Fig. 1: metal 3
The bar under the picture is 20 um long.
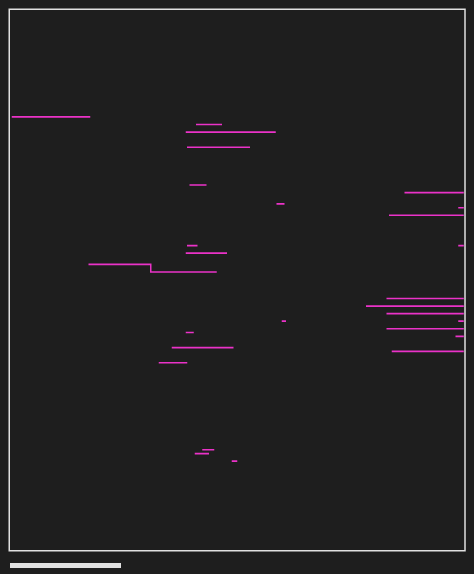
Fig. 2: M1 wires
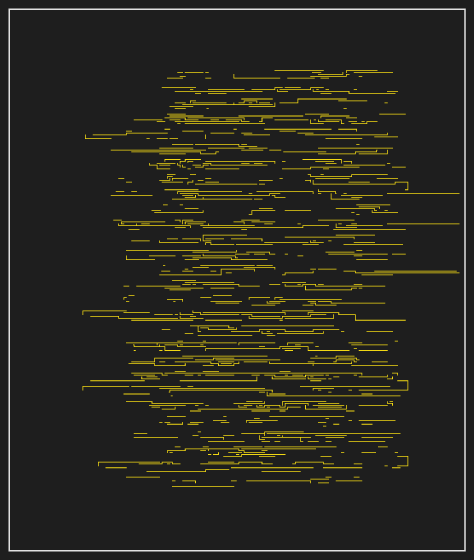
<file path="src/rtl/uart_out_tx_pkg.sv">
// Shared constants for the UART transmit stage: baud defaults, FSM state encoding
// and the parity helper.
package uart_out_tx_pkg;

    localparam int CLK_FREQ_HZ      = 50_000_000;
    localparam int BAUD_RATE        = 9600;
    localparam int DEF_CLKS_PER_BIT = CLK_FREQ_HZ / BAUD_RATE;

    localparam logic [2:0] ST_IDLE   = 3'd0;
    localparam logic [2:0] ST_START  = 3'd1;
    localparam logic [2:0] ST_DATA   = 3'd2;
    localparam logic [2:0] ST_PARITY = 3'd3;
    localparam logic [2:0] ST_STOP   = 3'd4;

    function automatic logic byte_parity(input logic [7:0] b, input logic odd);
        return (^b) ^ odd;
    endfunction

endpackage

</file>
<file path="src/rtl/uart_out_tx_baud_tick.sv">
// Bit-period counter: counts enabled cycles 0..CLKS_PER_BIT-1 and flags the last one.
module uart_out_tx_baud_tick #(
    parameter int CLKS_PER_BIT = 4
) (
    input  logic clk,
    input  logic reset,
    input  logic en,
    input  logic restart,
    output logic tick
);

    localparam int CW = (CLKS_PER_BIT > 1) ? $clog2(CLKS_PER_BIT) : 1;
    localparam logic [CW-1:0] LAST = CW'(CLKS_PER_BIT - 1);

    logic [CW-1:0] cnt_q, cnt_d;

    always_comb begin
        cnt_d = cnt_q;
        if (restart)
            cnt_d = '0;
        else if (en)
            cnt_d = (cnt_q == LAST) ? '0 : cnt_q + 1'b1;
    end

    assign tick = en && !restart && (cnt_q == LAST);

    always_ff @(posedge clk or posedge reset) begin
        if (reset)
            cnt_q <= '0;
        else
            cnt_q <= cnt_d;
    end

endmodule

</file>
<file path="src/rtl/uart_out_tx.sv">
// UART transmitter: one byte per out_start/out_finish handshake, framed as
// start, 8 data bits LSB first, optional parity, 1 or 2 stop bits.
module uart_out_tx
    import uart_out_tx_pkg::*;
#(
    parameter int CLKS_PER_BIT = DEF_CLKS_PER_BIT,
    parameter int PARITY_EN    = 0,
    parameter int PARITY_ODD   = 0,
    parameter int STOP_BITS    = 1
) (
    input  logic       clk,
    input  logic       reset,
    input  logic       enable,
    input  logic [7:0] out_data,
    input  logic       out_start,
    output logic       out_finish,
    output logic       tx
);

    localparam logic [2:0] STOP_LAST = 3'(STOP_BITS - 1);

    logic [2:0] state_q, state_d;
    logic [7:0] shreg_q, shreg_d;
    logic [2:0] bit_idx_q, bit_idx_d;
    logic       parity_q, parity_d;
    logic       tx_q, tx_d;
    logic       finish_q, finish_d;
    logic       rearm_q, rearm_d;
    logic       accept, tick;

    // Re-arm blocks a level-held out_start from launching a second frame.
    assign accept = enable && out_start && rearm_q && (state_q == ST_IDLE);

    uart_out_tx_baud_tick #(.CLKS_PER_BIT(CLKS_PER_BIT)) u_baud_tick (
        .clk     (clk),
        .reset   (reset),
        .en      (enable && (state_q != ST_IDLE)),
        .restart (accept),
        .tick    (tick)
    );

    always_comb begin
        state_d   = state_q;
        shreg_d   = shreg_q;
        bit_idx_d = bit_idx_q;
        parity_d  = parity_q;
        tx_d      = tx_q;
        finish_d  = finish_q;
        rearm_d   = rearm_q;

        if (enable && !out_start)
            rearm_d = 1'b1;

        case (state_q)
            ST_IDLE: begin
                if (accept) begin
                    shreg_d  = out_data;
                    parity_d = byte_parity(out_data, PARITY_ODD != 0);
                    rearm_d  = 1'b0;
                    finish_d = 1'b0;
                    tx_d     = 1'b0;
                    state_d  = ST_START;
                end
            end
            ST_START: begin
                if (tick) begin
                    state_d   = ST_DATA;
                    tx_d      = shreg_q[0];
                    shreg_d   = shreg_q >> 1;
                    bit_idx_d = '0;
                end
            end
            ST_DATA: begin
                if (tick) begin
                    if (bit_idx_q == 3'd7) begin
                        bit_idx_d = '0;
                        if (PARITY_EN != 0) begin
                            state_d = ST_PARITY;
                            tx_d    = parity_q;
                        end else begin
                            state_d = ST_STOP;
                            tx_d    = 1'b1;
                        end
                    end else begin
                        tx_d      = shreg_q[0];
                        shreg_d   = shreg_q >> 1;
                        bit_idx_d = bit_idx_q + 3'd1;
                    end
                end
            end
            ST_PARITY: begin
                if (tick) begin
                    state_d   = ST_STOP;
                    tx_d      = 1'b1;
                    bit_idx_d = '0;
                end
            end
            ST_STOP: begin
                // bit_idx doubles as the stop-bit counter here.
                if (tick) begin
                    if (bit_idx_q == STOP_LAST) begin
                        state_d   = ST_IDLE;
                        finish_d  = 1'b1;
                        bit_idx_d = '0;
                    end else begin
                        bit_idx_d = bit_idx_q + 3'd1;
                    end
                end
            end
            default: begin
                state_d  = ST_IDLE;
                tx_d     = 1'b1;
                finish_d = 1'b1;
            end
        endcase
    end

    always_ff @(posedge clk or posedge reset) begin
        if (reset) begin
            state_q   <= ST_IDLE;
            shreg_q   <= '0;
            bit_idx_q <= '0;
            parity_q  <= 1'b0;
            tx_q      <= 1'b1;
            finish_q  <= 1'b1;
            rearm_q   <= 1'b1;
        end else begin
            state_q   <= state_d;
            shreg_q   <= shreg_d;
            bit_idx_q <= bit_idx_d;
            parity_q  <= parity_d;
            tx_q      <= tx_d;
            finish_q  <= finish_d;
            rearm_q   <= rearm_d;
        end
    end

    assign tx         = tx_q;
    assign out_finish = finish_q;

endmodule

</file>
<file path="config.mk">
export PLATFORM = sky130hd
export DESIGN_NAME = uart_out_tx
export DESIGN_NICKNAME = d
export VERILOG_FILES = /design/src/rtl/uart_out_tx_pkg.sv /design/src/rtl/uart_out_tx_baud_tick.sv /design/src/rtl/uart_out_tx.sv
export SDC_FILE = /design/constraint.sdc
export NUM_CORES = 1
export LEC_CHECK = 0
export CELL_PAD_IN_SITES_DETAIL_PLACEMENT = 2
export CELL_PAD_IN_SITES_GLOBAL_PLACEMENT = 2
export CORE_ASPECT_RATIO = 1.25
export CORE_MARGIN = 10
export CORE_UTILIZATION = 36
export DETAILED_ROUTE_END_ITERATION = 6
export PLACE_DENSITY = 0.88
export SLEW_MARGIN = 20
export SYNTH_ARGS = -nofsm -noshare
export SYNTH_HDL_FRONTEND = slang
export SYNTH_SLANG_ARGS = --single-unit
</file>
<file path="constraint.sdc">
create_clock -name clk -period 2.2 [get_ports clk]
set_input_delay 0.44 -clock clk [delete_from_list [all_inputs] [get_ports clk]]
set_output_delay 0.44 -clock clk [all_outputs]
set_load 0.05 [all_outputs]
</file>
==> ci_impl_report.md <==
## Implementation flow summary

| Metric | Value |
|---|---|
| Via-per-instance ratio | `5.90` |
| Pwr dens | `902 mW/mm^2` |
| Commonest cells after routing, fill and taps aside | `27 x sky130_fd_sc_hd__dfrtp_1, 25 x sky130_fd_sc_hd__nand2_1, 18 x sky130_fd_sc_hd__o21ai_0, 14 x sky130_fd_sc_hd__nor2_1, 14 x sky130_fd_sc_hd__buf_4` |
| Status | `complete, no violations` |
| Starting utilization of the core area | `36.7%` |
| Minimum period implied by the final worst setup slack | `2.12 ns` |
| Number of maximum-capacitance violations | `0` |
| Share of total power in sequential cells | `43.5%` |
| Distinct cell type count after synthesis | `43` |
| Post-synth top area share | `39.5%` |
| Maximum clock frequency | `472 MHz` |
| Post-Synth Adder-Cell Area | `2.92%` |
| Power attributed to the clock group | `0.000571 W` |
| Place WS | `0.0978 ns` |
| Final hold violation count | `0` |
| Fin worst setup slack | `0.0823 ns` |
| #FFs+latches synth | `30` |
| Total number of yosys warnings | `0` |
| Post-route design area | `0.00209 sq mm` |
| Overall die width | `81.7 um` |
| Leading post-synthesis cells by instance count | `27 x sky130_fd_sc_hd__dfrtp_1, 25 x sky130_fd_sc_hd__nand2_1, 18 x sky130_fd_sc_hd__o21ai_0, 14 x sky130_fd_sc_hd__nor2_1, 11 x sky130_fd_sc_hd__inv_1` |
| Detailed-route wire length per cell | `22.1 um` |
| Total CTS buffers | `5` |
| Number of warnings the tools reported | `27` |
| Cell Area, Placed | `0.00197 sq mm` |
| Most used flip-flop cell after synthesis | `sky130_fd_sc_hd__dfrtp_1` |
| Launching point of the worst reg2reg path | `bit_idx_q[0]` |
| Data arrival, critical path | `2.30 ns` |
| Worst-path maximum fanout | `8` |
| Startpoint of the most critical setup path | `bit_idx_q[0]` |
| Worst hold-check path type | `in -> async` |
| Clock Tree Root | `sky130_fd_sc_hd__clkbuf_8` |
| Internal power summed over all cells | `0.00124 W` |
| Synthesized netlist cell count | `187` |
| Worst reg-to-reg path cell count | `7` |
| Via count of the first global-routing pass | `1858` |
| CTS tree | `done` |
| Yosys synthesis chip area | `0.00171 sq mm` |
| Cells after DPL | `264` |
| Async set or reset register ratio after synthesis | `100%` |
| Family with the most delay on the worst path | `simple AND/OR/NAND/NOR gates` |
| Number of filler cells placed in the layout | `487` |
| Antenna Violating Nets Remaining | `0` |
| Syn nets | `203` |
| Net switching power | `0.000646 W` |
| Cells along the critical path | `ha_1, ha_1, nor2_1, mux2i_1, nor2_1, nand2_1, o221a_2` |
| Largest buffer count on any clock path | `2` |
| Setup Viol. Count Final | `0` |
| Synthesized area per cell | `9.15 sq um` |
| Cell with the most instances after synthesis | `sky130_fd_sc_hd__dfrtp_1` |
| Most common library cell in the layout ignoring fill and taps | `sky130_fd_sc_hd__dfrtp_1` |
| Timing endpoint of the critical path | `shreg_q[3]` |
| Mux share of post-synthesis cell area | `1.83%` |
| Nature of the critical path endpoint | `register` |
| Count of flip-flops with a built-in enable after synthesis | `0` |
| Clock Skew | `0.00638 ns` |
| Clock-pin slew reported for the worst setup and hold paths after clock tree synthesis | `0.07 ns` |
| Peak VDD IR | `0.527 mV` |
| Core Box Area | `0.00466 sq mm` |
| Final cycle utilization of the critical path | `96.3%` |
| Layout cells sized above 1 | `19.2%` |
| Largest cells by area after synthesis | `sky130_fd_sc_hd__dfrtp_1 39%, sky130_fd_sc_hd__nand2_1 5.5%, sky130_fd_sc_hd__o21ai_0 5.3%` |
| RSZ-0062 raised after global routing | `false` |
| Logic gate share of total power | `26.2%` |
## Picture notes: Fig. 1
The wires run mostly horizontal. The longest straight run is 17.3 um. 20 nets have wire on it. The layer carries 201 um of wire. The layer holds 3.3% of the routed length.
met3 Resource Use GR: 3.15%
number of vias in the routed layout: 1612
routed wire length: 6.03 mm

## Picture notes: Fig. 2
214 nets have wire on it. The longest straight run is 35.4 um. The layer carries 2630 um of wire.

flip-flops by register name, summed over array words and instances, names as in the netlist:
| signal | cells |
|---|---|
| u_baud_tick.cnt_q | 13 |
| bit_idx_q | 3 |
| state_q | 3 |
| shreg_q | 8 |
| out_finish | 1 |
| rearm_q | 1 |
| tx | 1 |
cell type report:
cell class                 instances  area share [%]
clock buffer                       5            3.29
clock inverter                     3            1.91
inverter                          11            1.97
multi-input combinational        137            41.9
sequential                        30            36.1
tap                               60            3.59
timing repair buffer              27            11.2
timing repair:
action | in CTS | in global routing
buffers inserted | 0 | 1
resized | 0 | 1
setup endpoints to repair | 0 | 9
routing by layer:
metal	GRT usage [%]	part of all wire (%)
met5	0	0
met1	19.3	44
met3	3.15	3.3
met2	26.4	51
met4	5.77	2.2
No activity file was given, so power comes from the tool's default toggle rates.
